[src/rtl/audvid_pkg.sv]
// Shared definitions for the AudVid I2S receive path.
package audvid_pkg;

  localparam int I2S_SAMPLE_WIDTH = 16;

  localparam logic CH_LEFT  = 1'b0;
  localparam logic CH_RIGHT = 1'b1;

  typedef enum logic [1:0] {
    HUNT  = 2'd0,
    LEFT  = 2'd1,
    RIGHT = 2'd2
  } rx_state_t;

endpackage

[src/rtl/i2s_rx_sync.sv]
// Two-flop synchronisers for SCK, WS and SD plus SCK rising-edge detect.
// WS and SD go through the same depth as SCK, so ws_o/sd_o line up with sck_rise_o.
module i2s_rx_sync (
  input  logic clk,
  input  logic rst_n,
  input  logic sck_i,
  input  logic ws_i,
  input  logic sd_i,
  output logic sck_rise_o,
  output logic ws_o,
  output logic sd_o
);

  logic [2:0] sck_q, sck_d;
  logic [1:0] ws_q, ws_d;
  logic [1:0] sd_q, sd_d;

  // Shift each pin into its synchroniser chain; SCK keeps one extra stage for edge detect.
  always_comb begin
    sck_d = {sck_q[1:0], sck_i};
    ws_d  = {ws_q[0], ws_i};
    sd_d  = {sd_q[0], sd_i};
  end

  // Synchroniser flops.
  always_ff @(posedge clk or negedge rst_n) begin
    if (!rst_n) begin
      sck_q <= '0;
      ws_q  <= '0;
      sd_q  <= '0;
    end else begin
      sck_q <= sck_d;
      ws_q  <= ws_d;
      sd_q  <= sd_d;
    end
  end

  assign sck_rise_o = sck_q[1] & ~sck_q[2];
  assign ws_o       = ws_q[1];
  assign sd_o       = sd_q[1];

endmodule

[src/rtl/i2s_rx.sv]
// Slave-mode Philips I2S receiver: deserialises {Left,Right} frames onto a
// valid/ready stream. Define I2S_RX_FIFO_EN for a FIFO_DEPTH-entry output
// FIFO; otherwise a single output register is used.
module i2s_rx
  import audvid_pkg::*;
#(
  parameter int SAMPLE_WIDTH = I2S_SAMPLE_WIDTH,
  parameter int FIFO_DEPTH   = 4
) (
  input  logic                      MasterCLK,
  input  logic                      Reset,
  input  logic                      Enable,
  input  logic                      I2S_CLK,
  input  logic                      I2S_WS,
  input  logic                      I2S_DATA,
  output logic [2*SAMPLE_WIDTH-1:0] SampleData,
  output logic                      SampleValid,
  input  logic                      SampleReady,
  output logic                      Overrun,
  output logic                      FrameError,
  input  logic                      ClearFlags
);

  localparam int CW = $clog2(SAMPLE_WIDTH + 1);
  localparam int DW = 2 * SAMPLE_WIDTH;
  localparam logic [CW-1:0] SW_CNT = CW'(SAMPLE_WIDTH);

  logic sck_rise, ws_s, sd_s;

  i2s_rx_sync u_sync (
    .clk        (MasterCLK),
    .rst_n      (Reset),
    .sck_i      (I2S_CLK),
    .ws_i       (I2S_WS),
    .sd_i       (I2S_DATA),
    .sck_rise_o (sck_rise),
    .ws_o       (ws_s),
    .sd_o       (sd_s)
  );

  rx_state_t               state_q, state_d;
  logic                    ws_prev_q, ws_prev_d;
  logic [SAMPLE_WIDTH-1:0] sh_q, sh_d, sh_nx, word;
  logic [CW-1:0]           cnt_q, cnt_d, cnt_nx;
  logic [SAMPLE_WIDTH-1:0] hold_q, hold_d;
  logic                    push_q, push_d;
  logic [DW-1:0]           push_data_q, push_data_d;
  logic                    toggle, done, short_evt;
  logic [DW-1:0]           data_q, data_d;
  logic                    valid_q, valid_d;
  logic                    ferr_q, ferr_d, ovr_q, ovr_d, ovr_evt;
  logic                    pop, accept;

  // Frame tracker: shifts bits into the current channel and completes words.
  // The bit at a WS-toggle rise is the last bit of the channel that is ending.
  always_comb begin
    state_d     = state_q;
    ws_prev_d   = ws_prev_q;
    sh_d        = sh_q;
    cnt_d       = cnt_q;
    hold_d      = hold_q;
    push_d      = 1'b0;
    push_data_d = push_data_q;
    toggle      = 1'b0;
    done        = 1'b0;
    short_evt   = 1'b0;
    sh_nx       = sh_q;
    cnt_nx      = cnt_q;
    word        = '0;
    if (sck_rise) begin
      toggle    = (ws_s != ws_prev_q);
      ws_prev_d = ws_s;
      if (Enable && state_q != HUNT) begin
        if (cnt_q < SW_CNT) begin
          sh_nx  = {sh_q[SAMPLE_WIDTH-2:0], sd_s};
          cnt_nx = cnt_q + CW'(1);
        end
        // Left-justify a short word so the missing LSBs read as zero.
        word      = sh_nx << (SW_CNT - cnt_nx);
        short_evt = toggle && (cnt_nx < SW_CNT);
        done      = short_evt || ((cnt_q < SW_CNT) && (cnt_nx == SW_CNT));
        if (done) begin
          if (state_q == LEFT) begin
            hold_d = word;
          end else begin
            push_d      = 1'b1;
            push_data_d = {hold_q, word};
          end
        end
        sh_d  = sh_nx;
        cnt_d = cnt_nx;
      end
      if (toggle) begin
        sh_d  = '0;
        cnt_d = '0;
        if (ws_s == CH_LEFT) begin
          state_d = LEFT;
        end else if (state_q != HUNT) begin
          state_d = RIGHT;
        end
      end
    end
    if (!Enable) begin
      state_d = HUNT;
      sh_d    = '0;
      cnt_d   = '0;
    end
  end

`ifdef I2S_RX_FIFO_EN
  localparam int AW = $clog2(FIFO_DEPTH);

  logic [DW-1:0] mem_q [FIFO_DEPTH];
  logic [DW-1:0] mem_d [FIFO_DEPTH];
  logic [AW:0]   wr_ptr_q, wr_ptr_d, rd_ptr_q, rd_ptr_d;
  logic          full;

  // FIFO control: the extra pointer bit separates full from empty; a pop frees a slot for a same-cycle push.
  always_comb begin
    mem_d    = mem_q;
    pop      = valid_q & SampleReady;
    full     = (wr_ptr_q[AW] != rd_ptr_q[AW]) && (wr_ptr_q[AW-1:0] == rd_ptr_q[AW-1:0]);
    accept   = push_q & (~full | pop);
    if (accept) mem_d[wr_ptr_q[AW-1:0]] = push_data_q;
    wr_ptr_d = wr_ptr_q + {{AW{1'b0}}, accept};
    rd_ptr_d = rd_ptr_q + {{AW{1'b0}}, pop};
    valid_d  = (wr_ptr_d != rd_ptr_d);
    data_d   = data_q;
    if ((accept || pop) && valid_d) data_d = mem_d[rd_ptr_d[AW-1:0]];
    ovr_evt  = push_q & ~accept;
  end

  // FIFO pointers; emptied on reset.
  always_ff @(posedge MasterCLK or negedge Reset) begin
    if (!Reset) begin
      wr_ptr_q <= '0;
      rd_ptr_q <= '0;
    end else begin
      wr_ptr_q <= wr_ptr_d;
      rd_ptr_q <= rd_ptr_d;
    end
  end

  // FIFO storage; contents are meaningless while the pointers say empty.
  always_ff @(posedge MasterCLK) begin
    mem_q <= mem_d;
  end
`else
  // Single output register: a push is taken only if the register is empty or being popped.
  always_comb begin
    pop     = valid_q & SampleReady;
    accept  = push_q & (~valid_q | pop);
    valid_d = accept | (valid_q & ~pop);
    data_d  = accept ? push_data_q : data_q;
    ovr_evt = push_q & ~accept;
  end
`endif

  // Sticky flags: a new event wins over a same-cycle clear.
  assign ferr_d = short_evt | (ferr_q & ~ClearFlags);
  assign ovr_d  = ovr_evt | (ovr_q & ~ClearFlags);

  // Tracker, push stage, output register and flag state.
  always_ff @(posedge MasterCLK or negedge Reset) begin
    if (!Reset) begin
      state_q     <= HUNT;
      ws_prev_q   <= CH_LEFT;
      sh_q        <= '0;
      cnt_q       <= '0;
      hold_q      <= '0;
      push_q      <= 1'b0;
      push_data_q <= '0;
      data_q      <= '0;
      valid_q     <= 1'b0;
      ferr_q      <= 1'b0;
      ovr_q       <= 1'b0;
    end else begin
      state_q     <= state_d;
      ws_prev_q   <= ws_prev_d;
      sh_q        <= sh_d;
      cnt_q       <= cnt_d;
      hold_q      <= hold_d;
      push_q      <= push_d;
      push_data_q <= push_data_d;
      data_q      <= data_d;
      valid_q     <= valid_d;
      ferr_q      <= ferr_d;
      ovr_q       <= ovr_d;
    end
  end

  assign SampleData  = data_q;
  assign SampleValid = valid_q;
  assign Overrun     = ovr_q;
  assign FrameError  = ferr_q;

endmodule

[config.mk]
export PLATFORM = sky130hd
export DESIGN_NAME = i2s_rx
export DESIGN_NICKNAME = d
export VERILOG_FILES = /design/src/rtl/audvid_pkg.sv /design/src/rtl/i2s_rx_sync.sv /design/src/rtl/i2s_rx.sv
export SDC_FILE = /design/constraint.sdc
export NUM_CORES = 1
export LEC_CHECK = 0
export CAP_MARGIN = 40
export CORE_ASPECT_RATIO = 1.75
export CORE_UTILIZATION = 45
export DETAILED_ROUTE_END_ITERATION = 8
export PLACE_DENSITY_LB_ADDON = 0.25
export SETUP_SLACK_MARGIN = 0.5
export SLEW_MARGIN = 20
export SYNTH_ARGS = -nofsm -noshare
export SYNTH_HDL_FRONTEND = slang
export SYNTH_HIERARCHICAL = 1
export SYNTH_SLANG_ARGS = --single-unit
[constraint.sdc]
create_clock -name MasterCLK -period 4 [get_ports MasterCLK]
set_input_delay 0.4 -clock MasterCLK [delete_from_list [all_inputs] [get_ports MasterCLK]]
set_output_delay 0.4 -clock MasterCLK [all_outputs]
set_load 0.05 [all_outputs]
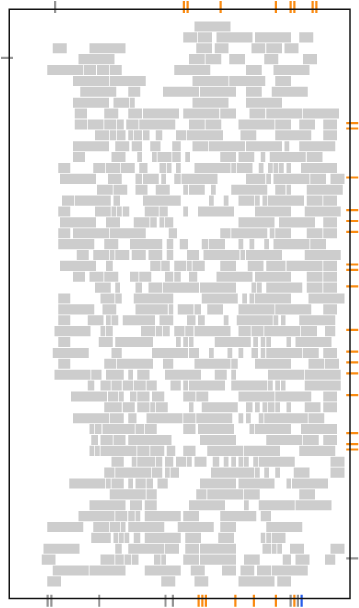
pins.png
Drawn at 4 px/µm. Pins as bars across the die edge, other pins in grey.
SampleData -> orange  # pins 32, direction output, edge 17 right, 8 top, 7 bottom
Overrun -> blue  # pins 1, direction output, edge bottom

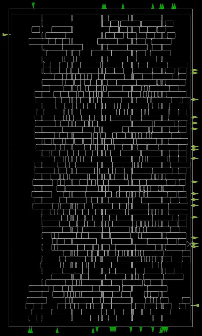
final_placement.png
Row Count: 52
flop share of the area: 43.8%
post-layout util: 56.5%
Flops: 115

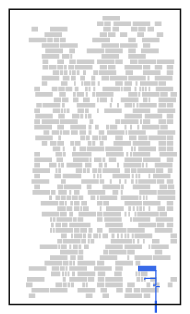
port_nets.png
Drawn at 2 px/µm.
Overrun -> blue  # bits 1, direction output, edge bottom, end cells 1, wire 25.0 µm

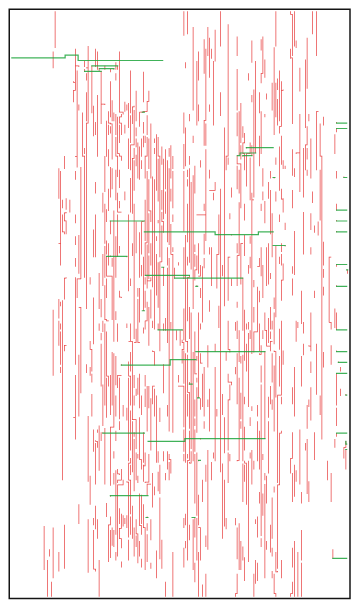
metal_stack.png
Drawn at 4 px/µm. Two of the layers only.
met3 -> green  # wire length 278 µm
met2 -> red  # wire length 5,710 µm

==> flow_metrics.env <==
# yosys + openroad results
export IMPL_clock_sinks=115
export IMPL_min_delay_path_class="flip-flop to flip-flop"
export IMPL_grt_max_degree=44
export IMPL_ios=43
export IMPL_ys_seq_share_pct=53.3
export IMPL_drc=1
export IMPL_critPathArrivalTime_ns=3.42
export IMPL_violations="design-rule violations"
export IMPL_fp_util_pct=46.4
export IMPL_rrSetupSlack_ns=0.87
export IMPL_top_cell="dfrtp_1"
export IMPL_synth_top_flop_cell="dfrtp_1"
export IMPL_yosys_stat_area_um2=5400
export IMPL_warnings=26
export IMPL_dr_pass1_iters=8
export IMPL_cp_end_kind="flip-flop"
export IMPL_slew_headroom_pct=59.9
export IMPL_outcome="complete, but fails checks"
export IMPL_track_usage_pct=18.5
export IMPL_p_leak_uw=0.00307
export IMPL_path_clk_slew_ns=0.05
export IMPL_yosys_area_share_adder_pct=0.695
export IMPL_ir_worst_vdd_mv=0.387
export IMPL_synth_cells=463
export IMPL_topCellsByArea="dfrtp_1 (53%), mux2_2 (12%), nand2_1 (5.8%), mux2i_1 (4.8%), a22o_1 (3.6%)"
export IMPL_aoi_share_pct=9.87
export IMPL_synth_xor_area_share_pct=2.18
export IMPL_hold_viol_final=0
export IMPL_drive_gt1_share_pct=21.9
export IMPL_cts_tree="yes"
export IMPL_layout_min_cycle_time_ns=3.13
export IMPL_chipWidth_um=84.8
export IMPL_cap_violations=0
==> registers in the layout, summed over array words and instances (netlist names), 2 cells and up <==
register and flops:
u_sync/sd_q 2, sh_q 16, SampleData 32, hold_q 16, u_sync/sck_q 3, u_sync/ws_q 2, push_data_q 32, cnt_q 5
state_q 2
==> power breakdown <==
| part | switching (µW) | leakage (µW) | total [µW] | internal [µW] |
|---|---|---|---|---|
| Combinational | 244 | 0.00119 | 411 | 167 |
| Clock | 548 | 0.000296 | 1570 | 1020 |
| Sequential | 17.1 | 0.00159 | 1200 | 1180 |
| Total | 809 | 0.00307 | 3180 | 2370 |
==> cells by family after synthesis <==
kind of cell,after synthesis
flops,115
simple gates,135
xor+xnor,10
compound gates,76
fa+ha+maj,3
buf+inv,34
mux,90
==> cell type report <==
class / count / area share (%)
Tap cell: 135 / 2.57
Sequential cell: 115 / 43.8
Inverter: 7 / 0.419
Timing Repair Buffer: 53 / 7.95
Clock inverter: 13 / 2.65
Multi-Input combinational cell: 314 / 35.8
Clock buffer: 19 / 6.89
==> through the flow <==
step                total power (µW)  utilization [%]  cell area [µm²]  worst slack, ns
floorplan                       1500                -             5400            0.978
detailed placement              1630             51.0             5940            0.788
global route                    3300             56.5             6580            0.518
global placement                1590             50.7             5910            0.875
CTS                             3210             56.4             6570            0.781
finish                          3180             56.5             6580            0.868
==> critical path: stages, from the launching register on <==
cell and delay [ns]:
dfrtp_1 0.35, buf_4 0.32, nand4b_1 0.20, xor2_1 0.21
and3_1 0.19, ha_1 0.21, nand4b_1 0.12, o211a_1 0.20
or2_0 0.12, buf_4 0.31, clkinv_2 0.38, mux2_2 0.38
==> layout by cell type (no fill, tap or decap), types with 3 or more instances in the layout <==
master           instances
nor2_1                  12
a22o_1                  22
nor2b_1                  3
a21oi_1                  7
mux2i_1                 26
buf_4                   10
and3_1                   3
clkinvlp_4               3
mux2_2                  59
clkinv_4                 5
clkdlybuf4s50_1         41
o31ai_1                  7
nand2b_1                 3
xnor2_1                  6
nor3_1                   5
bufinv_16                3
clkbuf_16               17
dfrtp_1                115
ha_1                     3
mux4_2                   3
nand3_1                  4
nand2_1                 84
o21ai_0                 23
inv_1                    6
nor3b_1                  3
==> metal layers <==
layer  share of wire [%]  vias up  wire length [µm]  track usage [%]
met3                 2.7       22               278             4.61
met4                 2.3        0               236             8.39
met2                  55       61              5710             33.1
met5                   0        -                 0                0
met1                  40     1825              4190             20.4
li1                    -     1738                 -                -
==> repair_timing <==
item / 4_1_cts / 5_1_grt
setup endpoints to repair: 0 / 8
hold buffers: 1 / 0
hold endpoints to repair: 36 / 0
resized: 0 / 1
buffers inserted: 0 / 0
==> worst max path at each step <==
stage	from	endpoint	slack, ns	cells past startpoint
floorplan	cnt_q[0]	push_data_q[14]	0.98	13
global placement	cnt_q[0]	push_data_q[3]	0.88	11
detailed placement	cnt_q[0]	push_data_q[0]	0.79	11
CTS	cnt_q[0]	push_data_q[0]	0.78	11
global route	cnt_q[0]	push_data_q[7]	0.52	11
finish	cnt_q[0]	push_data_q[0]	0.87	11
Power figures rest on the tool's default switching activity, not on a simulated workload.
